File: src/rtl/rf_ctrl_pkg.sv
// Shared definitions for the register-file write scheduler.
// Latency: n/a (types and constants only).
// Backpressure: n/a.
// Contents: scheduler state encoding, the non-writable PC register index,
// and default parameter values.
package rf_ctrl_pkg;

  typedef enum logic {
    ST_CLEAR = 1'b0,
    ST_RUN   = 1'b1
  } sched_state_e;

  // R15 reads as PC+8 and has no storage behind it.
  localparam logic [3:0] REG_PC = 4'd15;

  localparam int DEF_W            = 32;
  localparam int DEF_NCLR         = 15;
  localparam int DEF_STARVE_LIMIT = 4;

endpackage

File: src/rtl/rf_wr_prio_arbiter.sv
// Two-way priority arbiter for the register-file write port, with anti-starvation for REQ1.
// Latency: grants are combinational; only the starvation counter is registered.
// Backpressure: a requester without a grant keeps VALID asserted; EN=0 suppresses all grants.
// Ports: CLK, RESET (async active-low), EN (arbitration allowed),
//        REQ0_VALID / REQ1_VALID in, GNT0 / GNT1 out (one-hot or zero).
module rf_wr_prio_arbiter
  import rf_ctrl_pkg::*;
#(
  parameter int STARVE_LIMIT = DEF_STARVE_LIMIT
) (
  input  logic CLK,
  input  logic RESET,
  input  logic EN,
  input  logic REQ0_VALID,
  input  logic REQ1_VALID,
  output logic GNT0,
  output logic GNT1
);

  localparam int              CW  = $clog2(STARVE_LIMIT + 1);
  localparam logic [CW-1:0]   LIM = CW'(STARVE_LIMIT);

  logic [CW-1:0] starve_cnt_q;
  logic [CW-1:0] starve_cnt_d;
  logic          req1_starved;

  always_comb begin
    // REQ0 normally wins; once REQ1 has lost LIM times in a row it is served next.
    req1_starved = REQ1_VALID && (starve_cnt_q == LIM);
    GNT0         = EN && REQ0_VALID && !req1_starved;
    GNT1         = EN && REQ1_VALID && !GNT0;

    starve_cnt_d = starve_cnt_q;
    if (!REQ1_VALID || GNT1) begin
      starve_cnt_d = '0;
    end else if (GNT0 && (starve_cnt_q != LIM)) begin
      starve_cnt_d = starve_cnt_q + 1'b1;
    end
  end

  always_ff @(posedge CLK or negedge RESET) begin
    if (!RESET) begin
      starve_cnt_q <= '0;
    end else begin
      starve_cnt_q <= starve_cnt_d;
    end
  end

endmodule

File: src/rtl/rf_write_scheduler.sv
// Owns the register-file write port: clears R0..NCLR-1 after reset, then arbitrates load vs ALU writeback.
// Latency: one cycle from an accepted request to WE3/A3/WD3; one write per cycle, no buffering.
// Backpressure: READY is low during the clear and for the arbitration loser; requesters hold until READY.
// Ports: CLK, RESET (async active-low); REQ0_*/REQ1_* valid-ready requesters;
//        A3/WD3/WE3 registered register-file write port; BUSY (clear running); DROP (R15 write discarded).
module rf_write_scheduler
  import rf_ctrl_pkg::*;
#(
  parameter int W            = DEF_W,
  parameter int NCLR         = DEF_NCLR,
  parameter int STARVE_LIMIT = DEF_STARVE_LIMIT
) (
  input  logic         CLK,
  input  logic         RESET,
  input  logic         REQ0_VALID,
  input  logic [3:0]   REQ0_ADDR,
  input  logic [W-1:0] REQ0_DATA,
  output logic         REQ0_READY,
  input  logic         REQ1_VALID,
  input  logic [3:0]   REQ1_ADDR,
  input  logic [W-1:0] REQ1_DATA,
  output logic         REQ1_READY,
  output logic [3:0]   A3,
  output logic [W-1:0] WD3,
  output logic         WE3,
  output logic         BUSY,
  output logic         DROP
);

  localparam logic [3:0] CLR_LAST = 4'(NCLR - 1);

  sched_state_e state_q, state_d;
  logic [3:0]   clr_cnt_q, clr_cnt_d;
  logic         we3_q, we3_d;
  logic [3:0]   a3_q, a3_d;
  logic [W-1:0] wd3_q, wd3_d;
  logic         drop_q, drop_d;

  logic         gnt0;
  logic         gnt1;
  logic [3:0]   sel_addr;
  logic [W-1:0] sel_data;

  rf_wr_prio_arbiter #(
    .STARVE_LIMIT (STARVE_LIMIT)
  ) u_arb (
    .CLK        (CLK),
    .RESET      (RESET),
    .EN         (state_q == ST_RUN),
    .REQ0_VALID (REQ0_VALID),
    .REQ1_VALID (REQ1_VALID),
    .GNT0       (gnt0),
    .GNT1       (gnt1)
  );

  always_comb begin
    state_d   = state_q;
    clr_cnt_d = clr_cnt_q;
    we3_d     = 1'b0;
    a3_d      = a3_q;
    wd3_d     = wd3_q;
    drop_d    = 1'b0;

    sel_addr  = gnt0 ? REQ0_ADDR : REQ1_ADDR;
    sel_data  = gnt0 ? REQ0_DATA : REQ1_DATA;

    unique case (state_q)
      ST_CLEAR: begin
        we3_d     = 1'b1;
        a3_d      = clr_cnt_q;
        wd3_d     = '0;
        clr_cnt_d = clr_cnt_q + 1'b1;
        if (clr_cnt_q == CLR_LAST) begin
          state_d = ST_RUN;
        end
      end
      ST_RUN: begin
        if (gnt0 || gnt1) begin
          if (sel_addr == REG_PC) begin
            // Accepted but discarded; the write port keeps its last address/data.
            drop_d = 1'b1;
          end else begin
            we3_d = 1'b1;
            a3_d  = sel_addr;
            wd3_d = sel_data;
          end
        end
      end
      default: begin
        state_d = ST_CLEAR;
      end
    endcase
  end

  always_ff @(posedge CLK or negedge RESET) begin
    if (!RESET) begin
      state_q   <= ST_CLEAR;
      clr_cnt_q <= '0;
      we3_q     <= 1'b0;
      a3_q      <= '0;
      wd3_q     <= '0;
      drop_q    <= 1'b0;
    end else begin
      state_q   <= state_d;
      clr_cnt_q <= clr_cnt_d;
      we3_q     <= we3_d;
      a3_q      <= a3_d;
      wd3_q     <= wd3_d;
      drop_q    <= drop_d;
    end
  end

  assign REQ0_READY = gnt0;
  assign REQ1_READY = gnt1;
  assign WE3        = we3_q;
  assign A3         = a3_q;
  assign WD3        = wd3_q;
  assign DROP       = drop_q;
  assign BUSY       = (state_q == ST_CLEAR);

endmodule

File: config.mk
export PLATFORM = sky130hd
export DESIGN_NAME = rf_write_scheduler
export DESIGN_NICKNAME = d
export VERILOG_FILES = /design/src/rtl/rf_ctrl_pkg.sv /design/src/rtl/rf_wr_prio_arbiter.sv /design/src/rtl/rf_write_scheduler.sv
export SDC_FILE = /design/constraint.sdc
export NUM_CORES = 1
export LEC_CHECK = 0
export CELL_PAD_IN_SITES_DETAIL_PLACEMENT = 0
export CELL_PAD_IN_SITES_GLOBAL_PLACEMENT = 1
export CORE_AREA = 2 2 67 132
export DETAILED_ROUTE_END_ITERATION = 7
export DIE_AREA = 0 0 69 134
export MAX_ROUTING_LAYER = met4
export PLACE_DENSITY = 0.92
export SLEW_MARGIN = 20
export SYNTH_ARGS = -nofsm -noshare
export SYNTH_HDL_FRONTEND = slang
export SYNTH_SLANG_ARGS = --single-unit
export TNS_END_PERCENT = 1
File: constraint.sdc
create_clock -name CLK -period 3.7 [get_ports CLK]
set_input_delay 0.925 -clock CLK [delete_from_list [all_inputs] [get_ports CLK]]
set_output_delay 0.925 -clock CLK [all_outputs]
set_load 0.02 [all_outputs]
### Supply network

The bar under the picture is 20 um long. Pins as bars on the die edge.
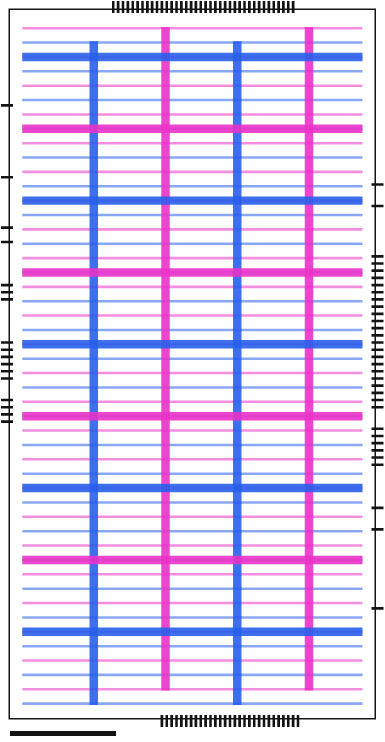
[magenta] VDD
[blue] VSS
rows: 47
met1 rails: 48
met4 straps: 4
met5 straps: 9
signal pins: 117
placeable core area: 8230 sq um
DIE WIDTH: 69 um

### Placed cells, one colour a class

The bar under the picture is 20 um long.
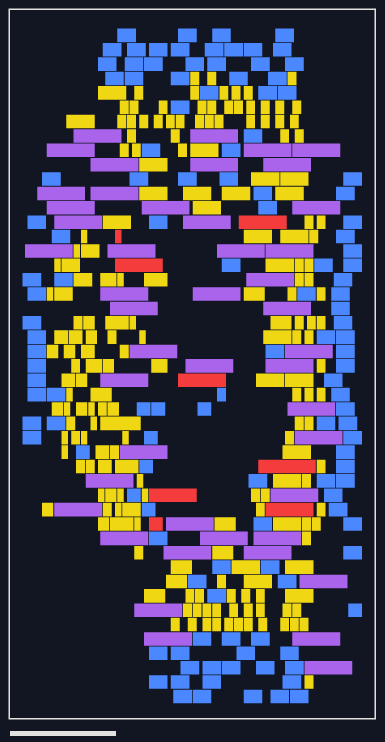
[red] clock drivers and dummy loads | cells: 8
[blue] remaining buffers and delay cells | cells: 124
[yellow] remaining logic cells | cells: 193
[purple] registers | cells: 46
utilization after layout: 0.487
sequential share of cell area: 0.287

### Clock wires, drivers and flops

The bar under the picture is 20 um long.
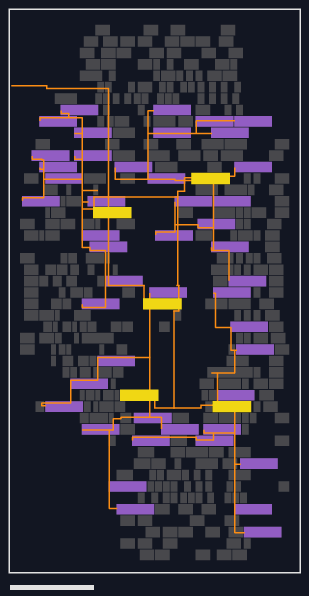
[purple] flip-flops | count: 46
[yellow] clock-net drivers | count: 5
[orange] clock wires | length: 661 um
routed clock nets: 6
clock-net power: 0.509 mW
Final Skew: 3.07 ps
proportion of power drawn by the clock network: 0.327
Clock Latency Late Sink: 290 ps

### Signal wires by layer

Only two layers are drawn.
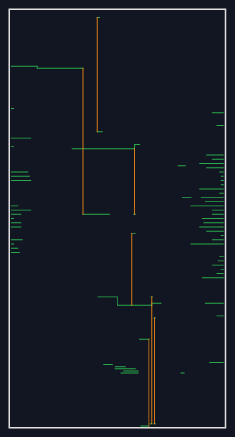
[orange] M4 | wire length: 231 um
[green] M3 | wire length: 306 um

[worst register-to-register path, delay by kind of cell (launching register included)]
kind	cells	cell delay (ps)
AND-OR/OR-AND	1	190
adder cells (fa/ha/maj)	1	190
buffers and inverters	3	830
flip-flops	1	380
multiplexers	1	400
AND/OR/NAND/NOR	2	290
[metrics by stage]
| step | hold slack (ps) | power (mW) |
|---|---|---|
| after global routing | 524 | 1.63 |
| after CTS | 511 | 1.58 |
| final | 510 | 1.55 |
| after global placement | 492 | 1.05 |
| after detailed placement | 496 | 1.06 |
| after floorplan | 468 | 0.824 |
[cell type report]
type                       count  area [sq um]  share of cell area
multi-input combinational    184          1320               0.329
clock inverter                 2          37.5             0.00937
sequential                    46          1150               0.287
clock buffer                   6           129              0.0322
timing repair buffer         124          1210               0.303
tap                           98           123              0.0306
inverter                       9          33.8             0.00843
==> flow report <==
RUN STATUS
-----------------------------------------------------------------------------------------------------------------
Status ............................................................................................. finished, final reports clean

SETUP PATH
-----------------------------------------------------------------------------------------------------------------
Crit path arrival time .............................................................................      2620 ps
Worst r2r src ...................................................................................... u_arb.starve_cnt_q[0]
Delay of the slowest cell on the worst path ........................................................       680 ps
Reg2Reg Depth ......................................................................................            8
Number of logic stages on the critical path including buffering ....................................            4
Startpoint type of the worst setup path ............................................................   input port
Cells along the critical path ...................................................................... clkdlybuf4s50_1, and3_1, nor3_1, clkdlybuf4s50_1
Critical path class ................................................................................       in2out
Crit-path max FO ...................................................................................            8
Sum of buffers and inverters on the critical path ..................................................            2
Kind of cell with the highest combined delay on the critical path .................................. buffers and inverters
RR Endpoint ........................................................................................      WD3[30]
Slack of the worst reg-to-reg path .................................................................      1310 ps
Required time reported for the critical path endpoint ..............................................      2770 ps
Slowest cell on crit path .......................................................................... sky130_fd_sc_hd__clkdlybuf4s50_1
Critical path destination ..........................................................................   REQ0_READY
Endpoint type of the worst setup path ..............................................................   output pin
Most common cell on crit path ...................................................................... sky130_fd_sc_hd__clkdlybuf4s50_1
Startpoint of the worst setup timing path ..........................................................   REQ1_VALID

CTS
-----------------------------------------------------------------------------------------------------------------
Clock transition at the register clock pins on the worst setup and hold paths after CTS ............        60 ps
Number of H-tree levels ............................................................................            2
Quantity of hold-fixing buffers added after cts ....................................................            0
CTS resizes ........................................................................................            0
Buffer cell driving the clock tree root ............................................................ sky130_fd_sc_hd__clkbuf_16
TritonCTS clock tree ...............................................................................          yes
Clk buf depth ......................................................................................            2
Count of buffers added by post-CTS timing repair for setup .........................................            0
CTS sink count .....................................................................................           46
TritonCTS buffer count .............................................................................            5

STA
-----------------------------------------------------------------------------------------------------------------
Worst setup margin .................................................................................       159 ps
Post-route setup TNS ...............................................................................         0 ps
Hold violation total from the final report .........................................................            0
Number of endpoints failing setup at the final stage ...............................................            0
Least-Margin Pin Slew ..............................................................................       592 ps
Maximum clock rate .................................................................................      282 MHz
Unrepaired setup endpoints after global routing ....................................................           no
Max_slew headroom ..................................................................................        0.605
Final clock period utilization by the worst path ...................................................        0.957
Final-report max-slew violation count ..............................................................            0
Minimum period implied by the final worst setup slack ..............................................      3540 ps

FINISH
-----------------------------------------------------------------------------------------------------------------
Most common cell after layout, fill and taps aside ................................................. sky130_fd_sc_hd__clkdlybuf4s50_1
Area delta synth->final ............................................................................        51.1%
Number of flip-flops under the largest register name ...............................................           32
Tally of filler cells in the layout ................................................................          768
Most instantiated logic cells after routing ........................................................ 114 x sky130_fd_sc_hd__clkdlybuf4s50_1, 46 x sky130_fd_sc_hd__dfrtp_1, 37 x sky130_fd_sc_hd__nand3_1, 33 x sky130_fd_sc_hd__a21oi_1, 30 x sky130_fd_sc_hd__o21ai_0
Post-route cell area ...............................................................................   4010 sq um
Ant diodes .........................................................................................            0
Layout cells sized above 1 .........................................................................        0.140
Final net count ....................................................................................          450
Non-filler cells, final ............................................................................          469

GLOBAL ROUTING
-----------------------------------------------------------------------------------------------------------------
Overall track demand over capacity in global routing ...............................................        0.177
GRT Max-Usage Layer ................................................................................         met2
Global routing usage on met3 .......................................................................       0.0346
First-pass GRT wire length .........................................................................     12800 um
GR Overflow Total ..................................................................................            0
Pin count of the biggest net entering global routing ...............................................           47
Fraction of met2 tracks used by global routing .....................................................        0.317
Met1 track utilization from global routing .........................................................        0.188
Number of antenna violations at the first check in global routing ..................................            0
Vias in the first global route .....................................................................         2563

ROUTE
-----------------------------------------------------------------------------------------------------------------
Via count ..........................................................................................         2421
Router iterations before antenna repair ............................................................            4
Detailed router's first-iteration violation count ..................................................           89
Average wire per cell in the routed design .........................................................      16.6 um
Total detailed-routing wirelength ..................................................................      7790 um
Met3 Routed Length .................................................................................       306 um
Highest routed metal layer .........................................................................         met4
Detailed-route vias per instance ...................................................................         5.16
# DRC ..............................................................................................            0
Met2 routed wirelength .............................................................................      4350 um
Met1 layer wirelength in the final routing .........................................................      2910 um
Remaining antenna violation count ..................................................................            0

WORST HOLD PATH
-----------------------------------------------------------------------------------------------------------------
Hold-critical path depth ...........................................................................            1
Min-Delay Startpoint ...............................................................................      WD3[26]
Worst min-delay path category ......................................................................      reg2reg
Worst Hold End .....................................................................................      WD3[26]

PWR
-----------------------------------------------------------------------------------------------------------------
Power attributed to sequential cells ...............................................................     0.593 mW
Power of the combinational group ...................................................................     0.452 mW
Cell internal power dissipation ....................................................................      1.14 mW
Heaviest power group ............................................................................... sequential cells
Switching power total ..............................................................................     0.416 mW
Worst supply voltage drop on vdd ...................................................................   0.000259 V
Switching part of the total ........................................................................        0.267
Pwr per Cell Area ..................................................................................  388 nW/um^2
Cell leakage power .................................................................................      1.72 nW
Share of total power in sequential cells ...........................................................        0.381
Proportion of power drawn by combinational gates ...................................................        0.291

SYNTH
-----------------------------------------------------------------------------------------------------------------
Yosys chip area ....................................................................................   2650 sq um
Cell area after synthesis ..........................................................................   2650 sq um
Synth top area share ...............................................................................        0.434
And-or/or-and share of the synthesized area ........................................................        0.171
Number of enable-type register cells in the synthesized netlist ....................................            0
Async set or reset register ratio after synthesis ..................................................         1.00
Post-Syn Area per Cell .............................................................................   10.0 sq um
Synth Instances ....................................................................................          264
Post-synthesis mux area share ......................................................................        0.190
Syn nets ...........................................................................................          344
Post-synthesis share of cell area spent on and, or, nand and nor gates .............................        0.108
Flip-flop and latch count after synthesis ..........................................................           46
Number of distinct library cell variants in the gate-level netlist after synthesis .................           28
Main synth FF type ................................................................................. sky130_fd_sc_hd__dfrtp_1
Combinational family with the most area after synthesis ............................................ multiplexers
Sequential share of the synthesized area ...........................................................        0.434
Arithmetic-cell share of the synthesized area counting full adders, half adders and majority gates .       0.0189
Biggest area cells ................................................................................. sky130_fd_sc_hd__dfrtp_1 43%, sky130_fd_sc_hd__mux2_4 14%, sky130_fd_sc_hd__nand3_1 7.0%, sky130_fd_sc_hd__a21oi_1 6.2%, sky130_fd_sc_hd__o21ai_0 5.7%
Cell type with the largest total area after synthesis .............................................. sky130_fd_sc_hd__dfrtp_1
Top cells by count, synth .......................................................................... 46 x sky130_fd_sc_hd__dfrtp_1, 37 x sky130_fd_sc_hd__nand3_1, 33 x sky130_fd_sc_hd__a21oi_1
Number of cells in the yosys synthesis report ......................................................          264
Most common cell in the netlist .................................................................... sky130_fd_sc_hd__dfrtp_1
Xor/xnor share of the synthesized area .............................................................      0.00991
Count of yosys warnings during synthesis ...........................................................            0

FLOORPLANNING
-----------------------------------------------------------------------------------------------------------------
Core Rows ..........................................................................................           47
Die outline area ...................................................................................   9250 sq um
# IOs ..............................................................................................          117
Core utilization at floorplan ......................................................................        0.322

PLACEMENT
-----------------------------------------------------------------------------------------------------------------
Final RePlAce weighted congestion ..................................................................        0.788
Placed instance count ..............................................................................          461
Total of buffers placed on input and output ports ..................................................          116
Pre-CTS setup slack ................................................................................       144 ps
Detailed placer's ending HPWL ......................................................................      5600 um
Instance area after placement ......................................................................   3840 sq um

RUN
-----------------------------------------------------------------------------------------------------------------
Count of max-cap constraint violations .............................................................            0
Number of warnings in the stage logs ...............................................................           28

No activity file was given, so power comes from the tool's default toggle rates.
